<file path="src/rtl/axi_rd_arb.sv">
// axi_rd_arb: two-requester read arbiter in front of the LSU-side AXI read port.
// One requester owns the port for a whole transfer: the AR is issued once and
// arnum bursts of R beats (arnum==0 counts as one) are routed back to the owner.
// Round-robin priority applies when both requesters are waiting.
module axi_rd_arb #(
   parameter int ADDR_W = 10,
   parameter int DATA_W = 64,
   parameter int ID_W   = 8
) (
   input  logic              clk,
   input  logic              rst_n,
   // requester 0
   input  logic              r0_arvld,
   input  logic [ADDR_W-1:0] r0_araddr,
   input  logic [ID_W-1:0]   r0_arid,
   input  logic [7:0]        r0_arlen,
   input  logic [2:0]        r0_arsize,
   input  logic [1:0]        r0_arburst,
   input  logic [2:0]        r0_arstr,
   input  logic [7:0]        r0_arnum,
   output logic              r0_arrdy,
   output logic              r0_rvld,
   output logic [DATA_W-1:0] r0_rdata,
   output logic [ID_W-1:0]   r0_rid,
   output logic [1:0]        r0_rresp,
   output logic              r0_rlast,
   input  logic              r0_rrdy,
   // requester 1
   input  logic              r1_arvld,
   input  logic [ADDR_W-1:0] r1_araddr,
   input  logic [ID_W-1:0]   r1_arid,
   input  logic [7:0]        r1_arlen,
   input  logic [2:0]        r1_arsize,
   input  logic [1:0]        r1_arburst,
   input  logic [2:0]        r1_arstr,
   input  logic [7:0]        r1_arnum,
   output logic              r1_arrdy,
   output logic              r1_rvld,
   output logic [DATA_W-1:0] r1_rdata,
   output logic [ID_W-1:0]   r1_rid,
   output logic [1:0]        r1_rresp,
   output logic              r1_rlast,
   input  logic              r1_rrdy,
   // read interface, address channel
   output logic              arb_axi_arvld,
   output logic [ADDR_W-1:0] arb_axi_araddr,
   output logic [ID_W-1:0]   arb_axi_arid,
   output logic [7:0]        arb_axi_arlen,
   output logic [2:0]        arb_axi_arsize,
   output logic [1:0]        arb_axi_arburst,
   output logic [2:0]        arb_axi_arstr,
   output logic [7:0]        arb_axi_arnum,
   input  logic              axi_arb_arrdy,
   // read interface, data channel
   input  logic              axi_arb_rvld,
   input  logic [DATA_W-1:0] axi_arb_rdata,
   input  logic [ID_W-1:0]   axi_arb_rid,
   input  logic [1:0]        axi_arb_rresp,
   input  logic              axi_arb_rlast,
   output logic              arb_axi_rrdy,
   // status
   output logic              arb_busy,
   output logic              arb_err
);

   typedef enum logic [1:0] {
      IDLE  = 2'd0,
      ISSUE = 2'd1,
      WAIT  = 2'd2
   } state_t;

   state_t            state_r;
   logic              last_gnt_r;
   logic              owner_r;
   logic [7:0]        burst_left_r;
   logic              err_acc_r;
   logic              arb_err_r;
   logic              arvld_r;
   logic [ADDR_W-1:0] addr_r;
   logic [ID_W-1:0]   id_r;
   logic [7:0]        len_r;
   logic [2:0]        size_r;
   logic [1:0]        burst_r;
   logic [2:0]        str_r;
   logic [7:0]        num_r;

   logic              gnt0_s;
   logic              gnt1_s;
   logic              route0_s;
   logic              route1_s;
   logic              owner_rrdy_s;
   logic              beat_s;
   logic              beat_err_s;
   logic [ADDR_W-1:0] sel_addr_s;
   logic [ID_W-1:0]   sel_id_s;
   logic [7:0]        sel_len_s;
   logic [2:0]        sel_size_s;
   logic [1:0]        sel_burst_s;
   logic [2:0]        sel_str_s;
   logic [7:0]        sel_num_s;

   // Grant decision in IDLE; when both ask, the requester not served last wins.
   // Grants are suppressed while reset is asserted so arrdy stays low.
   always_comb begin
      gnt0_s = 1'b0;
      gnt1_s = 1'b0;
      if ((state_r == IDLE) && rst_n) begin
         if (r0_arvld && r1_arvld) begin
            gnt0_s = last_gnt_r;
            gnt1_s = ~last_gnt_r;
         end else begin
            gnt0_s = r0_arvld;
            gnt1_s = r1_arvld;
         end
      end else begin
         gnt0_s = 1'b0;
         gnt1_s = 1'b0;
      end
   end

   // Select the request fields of the granted requester for latching.
   always_comb begin
      if (gnt1_s) begin
         sel_addr_s  = r1_araddr;
         sel_id_s    = r1_arid;
         sel_len_s   = r1_arlen;
         sel_size_s  = r1_arsize;
         sel_burst_s = r1_arburst;
         sel_str_s   = r1_arstr;
         sel_num_s   = r1_arnum;
      end else begin
         sel_addr_s  = r0_araddr;
         sel_id_s    = r0_arid;
         sel_len_s   = r0_arlen;
         sel_size_s  = r0_arsize;
         sel_burst_s = r0_arburst;
         sel_str_s   = r0_arstr;
         sel_num_s   = r0_arnum;
      end
   end

   // R-channel routing: only the owner sees beats, and only in WAIT.
   always_comb begin
      route0_s     = (state_r == WAIT) && (owner_r == 1'b0);
      route1_s     = (state_r == WAIT) && (owner_r == 1'b1);
      if (owner_r) begin
         owner_rrdy_s = r1_rrdy;
      end else begin
         owner_rrdy_s = r0_rrdy;
      end
      beat_s     = axi_arb_rvld && (route0_s || route1_s) && owner_rrdy_s;
      beat_err_s = (axi_arb_rresp != 2'b00);
   end

   // Transfer FSM: grant/latch in IDLE, hold AR in ISSUE, count bursts in WAIT.
   always_ff @(posedge clk or negedge rst_n) begin
      if (!rst_n) begin
         state_r      <= IDLE;
         last_gnt_r   <= 1'b1;
         owner_r      <= 1'b0;
         burst_left_r <= 8'd0;
         err_acc_r    <= 1'b0;
         arb_err_r    <= 1'b0;
         arvld_r      <= 1'b0;
         addr_r       <= {ADDR_W{1'b0}};
         id_r         <= {ID_W{1'b0}};
         len_r        <= 8'd0;
         size_r       <= 3'd0;
         burst_r      <= 2'd0;
         str_r        <= 3'd0;
         num_r        <= 8'd0;
      end else begin
         arb_err_r <= 1'b0;
         case (state_r)
            IDLE: begin
               if (gnt0_s || gnt1_s) begin
                  owner_r <= gnt1_s;
                  addr_r  <= sel_addr_s;
                  id_r    <= sel_id_s;
                  len_r   <= sel_len_s;
                  size_r  <= sel_size_s;
                  burst_r <= sel_burst_s;
                  str_r   <= sel_str_s;
                  num_r   <= sel_num_s;
                  arvld_r <= 1'b1;
                  state_r <= ISSUE;
               end
            end
            ISSUE: begin
               if (arvld_r && axi_arb_arrdy) begin
                  burst_left_r <= (num_r == 8'd0) ? 8'd1 : num_r;
                  err_acc_r    <= 1'b0;
                  arvld_r      <= 1'b0;
                  state_r      <= WAIT;
               end
            end
            WAIT: begin
               if (beat_s) begin
                  if (beat_err_s) begin
                     err_acc_r <= 1'b1;
                  end
                  if (axi_arb_rlast) begin
                     if (burst_left_r >= 8'd1) begin
                        burst_left_r <= burst_left_r - 8'd1;
                     end
                     if (burst_left_r <= 8'd1) begin
                        state_r    <= IDLE;
                        last_gnt_r <= owner_r;
                        arb_err_r  <= err_acc_r | beat_err_s;
                     end
                  end
               end
            end
            default: begin
               state_r <= IDLE;
               arvld_r <= 1'b0;
            end
         endcase
      end
   end

   assign r0_arrdy        = gnt0_s;
   assign r1_arrdy        = gnt1_s;
   assign arb_axi_arvld   = arvld_r;
   assign arb_axi_araddr  = addr_r;
   assign arb_axi_arid    = id_r;
   assign arb_axi_arlen   = len_r;
   assign arb_axi_arsize  = size_r;
   assign arb_axi_arburst = burst_r;
   assign arb_axi_arstr   = str_r;
   assign arb_axi_arnum   = num_r;
   assign arb_axi_rrdy    = (route0_s || route1_s) && owner_rrdy_s;
   assign r0_rvld         = route0_s && axi_arb_rvld;
   assign r1_rvld         = route1_s && axi_arb_rvld;
   assign r0_rdata        = route0_s ? axi_arb_rdata : {DATA_W{1'b0}};
   assign r1_rdata        = route1_s ? axi_arb_rdata : {DATA_W{1'b0}};
   assign r0_rid          = route0_s ? axi_arb_rid : {ID_W{1'b0}};
   assign r1_rid          = route1_s ? axi_arb_rid : {ID_W{1'b0}};
   assign r0_rresp        = route0_s ? axi_arb_rresp : 2'b00;
   assign r1_rresp        = route1_s ? axi_arb_rresp : 2'b00;
   assign r0_rlast        = route0_s && axi_arb_rlast;
   assign r1_rlast        = route1_s && axi_arb_rlast;
   assign arb_busy        = (state_r != IDLE);
   assign arb_err         = arb_err_r;

endmodule

</file>
<file path="config.mk">
export PLATFORM = sky130hd
export DESIGN_NAME = axi_rd_arb
export DESIGN_NICKNAME = d
export VERILOG_FILES = /design/src/rtl/axi_rd_arb.sv
export SDC_FILE = /design/constraint.sdc
export NUM_CORES = 1
export LEC_CHECK = 0
export CAP_MARGIN = 20
export CORE_AREA = 10 10 133 135
export CTS_CLUSTER_DIAMETER = 80
export DETAILED_ROUTE_END_ITERATION = 16
export DIE_AREA = 0 0 143 145
export PLACE_DENSITY = 0.81
export SYNTH_ARGS = -nofsm -noshare
export SYNTH_HDL_FRONTEND = slang
export SYNTH_SLANG_ARGS = --single-unit
</file>
<file path="constraint.sdc">
create_clock -name clk -period 5.4 [get_ports clk]
set_input_delay 1.35 -clock clk [delete_from_list [all_inputs] [get_ports clk]]
set_output_delay 1.35 -clock clk [all_outputs]
set_load 0.01 [all_outputs]
</file>
### Routing congestion map, run 1

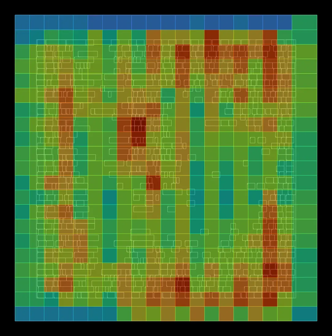
WL per Instance: 20.56 µm
M3 GR Usage: 8.507%
GR Util All Layers: 18.58%
met1 Use GR: 20.36%

### Routed metal, one colour a layer, run 1

The bar under the picture is 50 µm long.
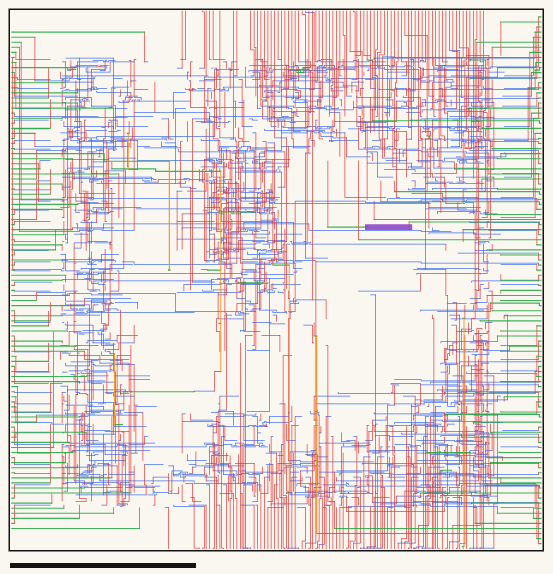
[red] M2 | wire length: 10100 µm
[blue] M1 | wire length: 8000 µm
[green] M3 | wire length: 2330 µm
[purple] M5 | wire length: 11.0 µm
[orange] M4 | wire length: 288 µm

### Local utilization, run 1

The die is cut into 14 by 14 equal tiles; dark blue is low, red is high, 0 to 100% covered.
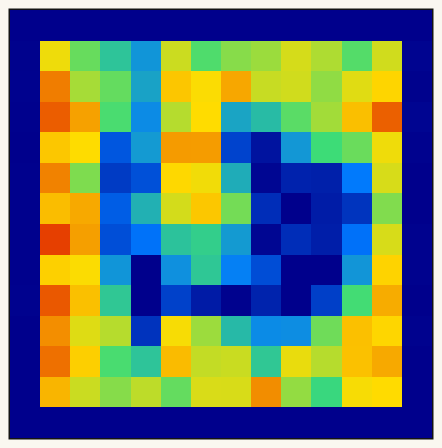
mean over tiles: 38%
densest ninth of the die: top centre
emptiest ninth of the die: middle right
fullest tile: 93%

### Selected gate families, run 1

The bar under the picture is 50 µm long.
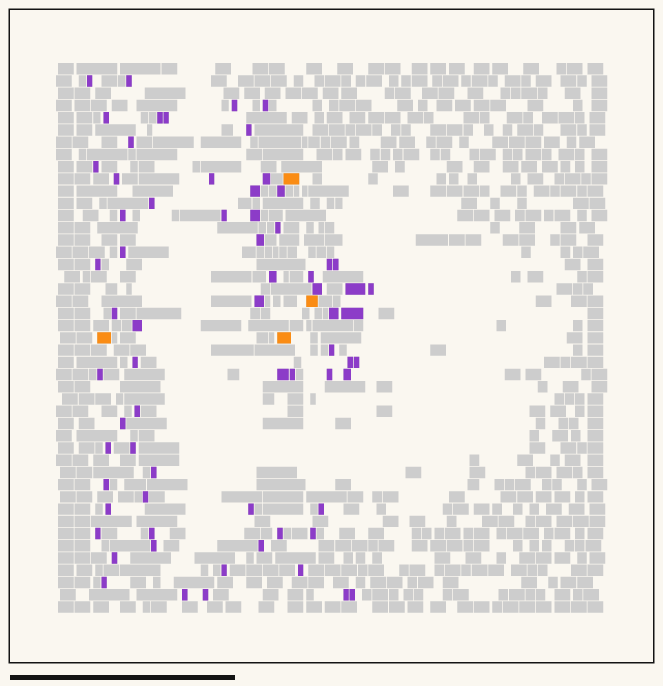
[orange] non-inverting ao/oa cells | cells: 4 | where: centre
[purple] nor cells | cells: 68 | most used: nor2_1

==> results.cfg, run 1 <==
; yosys + openroad results
[outcome]
status = completed

[clocking]
cts_resized = 0
cts_hold_buf = 0
numCtsBuffers = 9
cts_root_buffer = clkbuf_16
cts_buffer_depth = 2
clkSinkCount = 57

[floorplanning]
rows = 45
dieHeight_um = 145
io_pins = 367
tap_cells = 188
die_w_um = 143

[power_and_ir_drop]
clock_power_share_pct = 19.3
combPwrFrac_pct = 57.3
sw_frac_of_total_pct = 39.15
p_int_mw = 2.056
leakagePower_nw = 3.832
power_mw = 3.379
p_per_area_nw_per_um2 = 418.5
vdd_ir_drop_max_uv = 237.7

[yosys]
ys_area_um2 = 3988
top_cell_area_share_pct = 35.14
syn-instance-count = 483
ys_seq_share_pct = 35.80
synth_area_per_cell_um2 = 8.256
syn-cell-area_um2 = 3988
synth_area_leader_cell = dfrtp_1
synth.most_common_cell = and3_1
fp_nets = 652
numSynthFlops = 57
yosys.cell_types.count = 41

[cells_and_area]
seq_cell_count = 57
inverters = 6
nClkBuffers = 11
final_nets = 984
area_delta_synth_final_pct = 102.4
logic_gates = 367
n_all_buffers = 374
seq_share_pct = 17.70
ff_latch_area_um2 = 1429
largest_cell_class = buffers
fillers = 1372
combGateArea_um2 = 2287
clock_area_share_pct = 4.278

[global_routing]
first_global_vias = 4709
antenna_found_initial = 2
grt_pass1_wl_um = 29830

[routing]
postRouteAntennaNets = 0
wl_um = 20750

[job]
cap_viol_max_count = 0

[min_path]
hp-class = flip-flop to flip-flop
holdPathStages = 2
hp-start = last_gnt_r$_DFFE_PN1P_

[setup_path]
crit_type = flip-flop to output port
cp_max_fo = 57
slowest_delay_ns = 0.65
r2r_cells = 6
r2r_setup_slack_ns = 2.79
crit_path_cell_trace = nor2b_4, buf_4, and3_1, clkdlybuf4s50_1
slowest_stage = nor2b_4

[final_timing]
min_period_ns = 4.129
grt_setup_unrepaired = false
timing.final.crit_share_pct = 76.47

[placed_design]
dpl_cell_area_um2 = 7697
==> run 1: how the worst max path moves through the flow <==
stage	end	depth (start not counted)	start	slack, ns
2_1_floorplan	r1_arrdy	6	rst_n	2.08
3_3_place_gp	arb_axi_rrdy	4	r1_rrdy	1.29
3_5_place_dp	arb_axi_rrdy	4	r0_rrdy	1.30
4_1_cts	r1_rdata[23]	4	state_r[1]$_DFFE_PN0P_	1.28
5_1_grt	r1_rdata[23]	4	state_r[1]$_DFFE_PN0P_	1.07
6_report	r1_rdata[23]	4	state_r[1]$_DFFE_PN0P_	1.27
==> run 1: metal layers <==
layer / wire length (µm) / GRT usage (%)
met3: 2329 / 8.507
met1: 7995 / 20.36
met2: 10120 / 31.85
met5: 11 / 0
met4: 288 / 4.128
==> run 1: critical path: cells and delay by family, from the launching register on <==
| kind | cells | cell delay, ns |
|---|---|---|
| buffers and inverters | 2 | 1.09 |
| AND/OR/NAND/NOR | 2 | 0.86 |
| flip-flops | 1 | 0.51 |
==> run 1: cell usage in the layout, fill, tap and decap left out, types with 2 or more instances in the layout <==
cell and n:
nand2b_1 2, bufinv_16 3, nor3_1 5, o22ai_1 2, ha_1 2, nor2_1 54
or2_4 2, a31oi_1 3, o21ai_0 4, and3_1 151, buf_4 6, mux2i_1 44
o2bb2ai_1 3, or3_1 2, a21oi_1 58, inv_1 5, nand3_1 5, dfrtp_1 55
clkdlybuf4s50_1 365, o31ai_1 2, nor4_1 4, clkbuf_16 9, nand2_1 7
==> run 1: registers in the layout, summed over array words and instances, names as in the netlist <==
register	cells
arb_axi_araddr	10
arb_axi_arid	8
arb_axi_arlen	8
arb_axi_arnum	8
burst_left_r	8
arb_axi_arsize	3
arb_axi_arstr	3
arb_axi_arburst	2
state_r	2
arb_axi_arvld	1
arb_err	1
err_acc_r	1
last_gnt_r	1
owner_r	1
==> run 1: power by group through the flow <==
| stage | registers (mW) | clock network [mW] | logic [mW] |
|---|---|---|---|
| 2_1_floorplan | 0.828 | 0 | 0.917 |
| 3_3_place_gp | 0.789 | 0 | 1.91 |
| 3_5_place_dp | 0.797 | 0 | 1.93 |
| 4_1_cts | 0.794 | 0.664 | 1.95 |
| 5_1_grt | 0.826 | 0.685 | 2.11 |
| 6_report | 0.790 | 0.653 | 1.94 |
==> run 1: metrics by stage <==
stage / setup slack, ns / hold slack, ns / util (%) / instances
2_1_floorplan: 2.076 / 0.4577 / - / 483
3_3_place_gp: 1.286 / 0.4888 / 51.20 / 991
3_5_place_dp: 1.303 / 0.4922 / 51.20 / 991
4_1_cts: 1.276 / 0.5069 / 53.50 / 1007
5_1_grt: 1.071 / 0.5284 / 53.70 / 1009
6_report: 1.271 / 0.5034 / 53.70 / 1009
==> run 1: kinds of logic (layout without fill, tap and decap cells) <==
logic type / after synthesis / after routing / share of synthesized area [%]
other: 0 / 1 / 0
multiplexers: 44 / 44 / 11.04
AND/OR/NAND/NOR: 241 / 241 / 34.20
flip-flops: 57 / 57 / 35.80
buffers and inverters: 59 / 396 / 7.123
adder cells (fa/ha/maj): 2 / 2 / 0.6274
AND-OR/OR-AND: 80 / 80 / 11.20
### Clock distribution, run 1

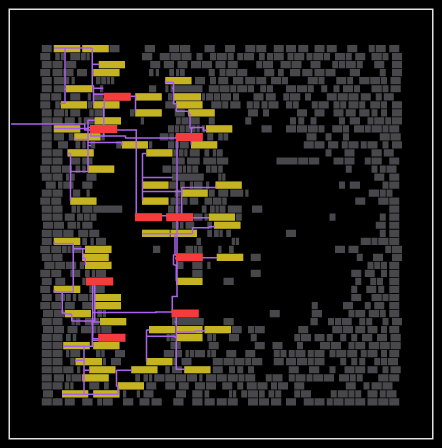

==> run 2, diff against run 1 <==
--- a/config.mk
+++ b/config.mk
@@ -6,11 +6,11 @@
 export NUM_CORES = 1
 export LEC_CHECK = 0
 export CAP_MARGIN = 20
-export CORE_AREA = 10 10 133 135
+export CORE_AREA = 10 10 134 136
 export CTS_CLUSTER_DIAMETER = 80
 export DETAILED_ROUTE_END_ITERATION = 16
-export DIE_AREA = 0 0 143 145
-export PLACE_DENSITY = 0.81
+export DIE_AREA = 0 0 144 146
+export PLACE_DENSITY = 0.83
 export SYNTH_ARGS = -nofsm -noshare
 export SYNTH_HDL_FRONTEND = slang
 export SYNTH_SLANG_ARGS = --single-unit
==> constraint.sdc (replaced) <==
create_clock -name clk -period 3.6 [get_ports clk]
set_input_delay 0.9 -clock clk [delete_from_list [all_inputs] [get_ports clk]]
set_output_delay 0.9 -clock clk [all_outputs]
set_load 0.01 [all_outputs]
### Clock distribution, run 2

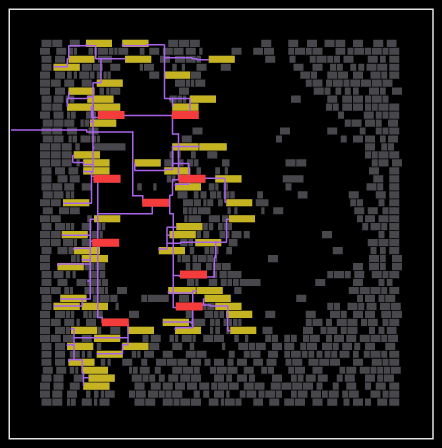
[purple] clock wires | length: 820 µm
[red] clock-net drivers | count: 9
[yellow] flip-flops | count: 57
routed clock nets: 10

### Local utilization, run 2

The die is cut into 14 by 15 equal tiles; dark blue is low, red is high, 0 to 100% covered.
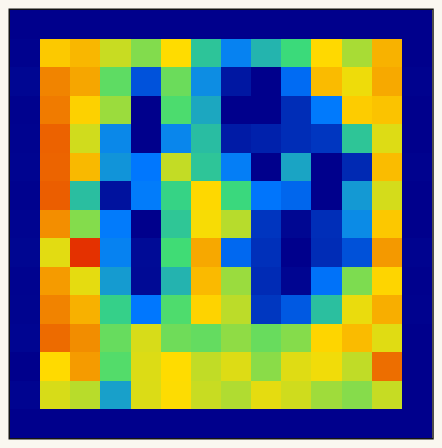
densest ninth of the die: bottom centre
nearly empty tiles: 32%
fullest tile: 94%
tiles over 75% full: 18%
mean over tiles: 37%
emptiest ninth of the die: top centre

### Selected gate families, run 2

The bar under the picture is 50 µm long.
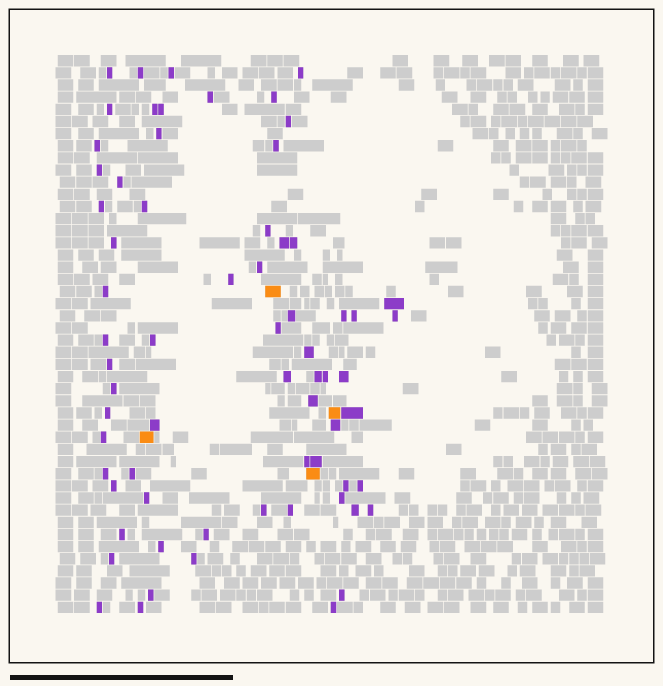
[orange] non-inverting ao/oa cells | cells: 4
[purple] nor cells | cells: 68 | most used: nor2_1

==> results.cfg, run 2 <==
; yosys + openroad results
[yosys]
ys_async_sr_fraction_pct = 100.0
ys_area_um2 = 3988
synth_area_per_cell_um2 = 8.256
yosys.cell_types.count = 41
syn-instance-count = 483
ys_seq_share_pct = 35.80
synth-edff-count = 0
numSynthFlops = 57
yosys-top-cells-count = and3_1 (151), a21oi_1 (58), dfrtp_1 (56)
fp_nets = 652
top_cell_area_share_pct = 35.14
synth_area_leader_cell = dfrtp_1
synth.most_common_cell = and3_1
syn-cell-area_um2 = 3988

[clocking]
cts_buffer_depth = 2
cts_resized = 0
cts_root_buffer = clkbuf_16
cts_hold_buf = 0
cts_max_level = 3
clkSinkCount = 57
cts_post_setup_buffers_inserted = 0
numCtsBuffers = 9

[global_routing]
antenna_found_initial = 7
grt_max_degree = 107
grt_pass1_wl_um = 31090
gr-usage-all-layers_pct = 19.23
first_global_vias = 4887
grt_overflow = 0

[setup_path]
cp_max_fo = 59
cp-start-kind = flip-flop
crit_type = flip-flop to output port
worstSetupEndpointType = output port
worstPathArrival_ns = 2.38

[power_and_ir_drop]
p_per_area_nw_per_um2 = 621.0
p_int_mw = 2.990
clock_power_share_pct = 17.6
sw_frac_of_total_pct = 40.23
vdd_ir_drop_max_uv = 368.4
leakagePower_nw = 3.813
power_mw = 5.002
combPwrFrac_pct = 58.5

[placed_design]
pre_cts_ws_ns = 0.4505
dpl_cell_area_um2 = 7727
dp.cells = 995
dp_hpwl_um = 17580
port-buffer-count = 366

[cells_and_area]
final_cells = 1015
fillers = 1423
largest_reg_flops = 10
final_nets = 983
layout_top_cells_excl_fill_tap = clkdlybuf4s50_1 (365), and3_1 (151), a21oi_1 (58)
lay_top_count = clkdlybuf4s50_1
area_delta_synth_final_pct = 102.0
fin_util_pct = 52.02

[routing]
wl_um = 21580
postRouteAntennaNets = 0
drc = 0
wl_per_cell_um = 21.26
first_pass_iters = 7

[final_timing]
setup_viol = 0
timing.final.crit_share_pct = 90.99
slew_headroom_pct = 50.62
hold_slack_ns = 0.5043
min_period_ns = 3.276
tns_ns = 0
worst_pin_slew_ns = 0.7406
setup_ws_ns = 0.3242
grt_setup_unrepaired = false
clock_skew_ns = 0.004351

[outcome]
status = completed

[job]
cap_viol_max_count = 0

[min_path]
hp-class = flip-flop to flip-flop

[floorplanning]
rows = 46
dieHeight_um = 146
io_pins = 367
die_w_um = 144
core_region_area_um2 = 15480
## run 2: cell counts after synthesis
Identical to the previous run, type by type.
## run 2: layout make-up
type	count	area, µm²	area share, %
diodes	4	10.01	0.1243
clock buffers	12	266.5	3.309
clock inverters	4	50.05	0.6214
inverters	6	22.52	0.2796
multi-input cells	367	2287	28.40
flip-flops and latches	57	1429	17.74
well taps	192	240.2	2.983
repair buffers	373	3749	46.54
## run 2: per-layer routing
metal / track usage (%) / part of all wire (%)
met5: 0 / 0.27
met4: 5.465 / 1.5
met3: 8.551 / 12
met2: 32.92 / 48
met1: 20.81 / 38
## run 2: power groups by stage
stage / clock network (mW) / logic, mW / registers, mW
floorplan: 0 / 1.38 / 1.24
global placement: 0 / 2.93 / 1.19
detailed placement: 0 / 2.96 / 1.20
CTS: 0.898 / 2.97 / 1.20
global route: 0.918 / 3.20 / 1.24
finish: 0.880 / 2.92 / 1.20
## run 2: kinds of logic (layout without fill, tap and decap cells)
| kind of cell | count (synthesis) | in the layout | share of synthesized area (%) |
|---|---|---|---|
| muxes | 44 | 44 | 11.04 |
| other | 0 | 4 | 0 |
| AOI/OAI and AO/OA | 80 | 80 | 11.20 |
| DFF | 57 | 57 | 35.80 |
| and+or+nand+nor | 241 | 241 | 34.20 |
| adders and majority gates | 2 | 2 | 0.6274 |
| buffers and inverters | 59 | 395 | 7.123 |
## run 2: final timing paths
| kind | from | to | slack [ns] | cells past startpoint |
|---|---|---|---|---|
| setup / recovery | state_r[1]$_DFFE_PN0P_ | r0_rvld | 0.32 | 4 |
| setup reg to reg | owner_r$_DFFE_PN0P_ | burst_left_r[0]$_DFFE_PN0P_ | 1.21 | 6 |
| min in group asynchronous | rst_n | arb_axi_arburst[0]$_DFFE_PN0P_ | 0.73 | 2 |
| hold / removal | last_gnt_r$_DFFE_PN1P_ | last_gnt_r$_DFFE_PN1P_ | 0.50 | 2 |
| max in group asynchronous | rst_n | owner_r$_DFFE_PN0P_ | 2.32 | 2 |
| hold reg to reg | last_gnt_r$_DFFE_PN1P_ | last_gnt_r$_DFFE_PN1P_ | 0.50 | 2 |
## run 2: worst max-delay path, cell delays in order, from the launching register on
cell,delay [ns]
dfrtp_1,0.50
nor2b_4,0.24
buf_4,0.44
and3_1,0.23
clkdlybuf4s50_1,0.63
Power and IR drop assume default switching activity.
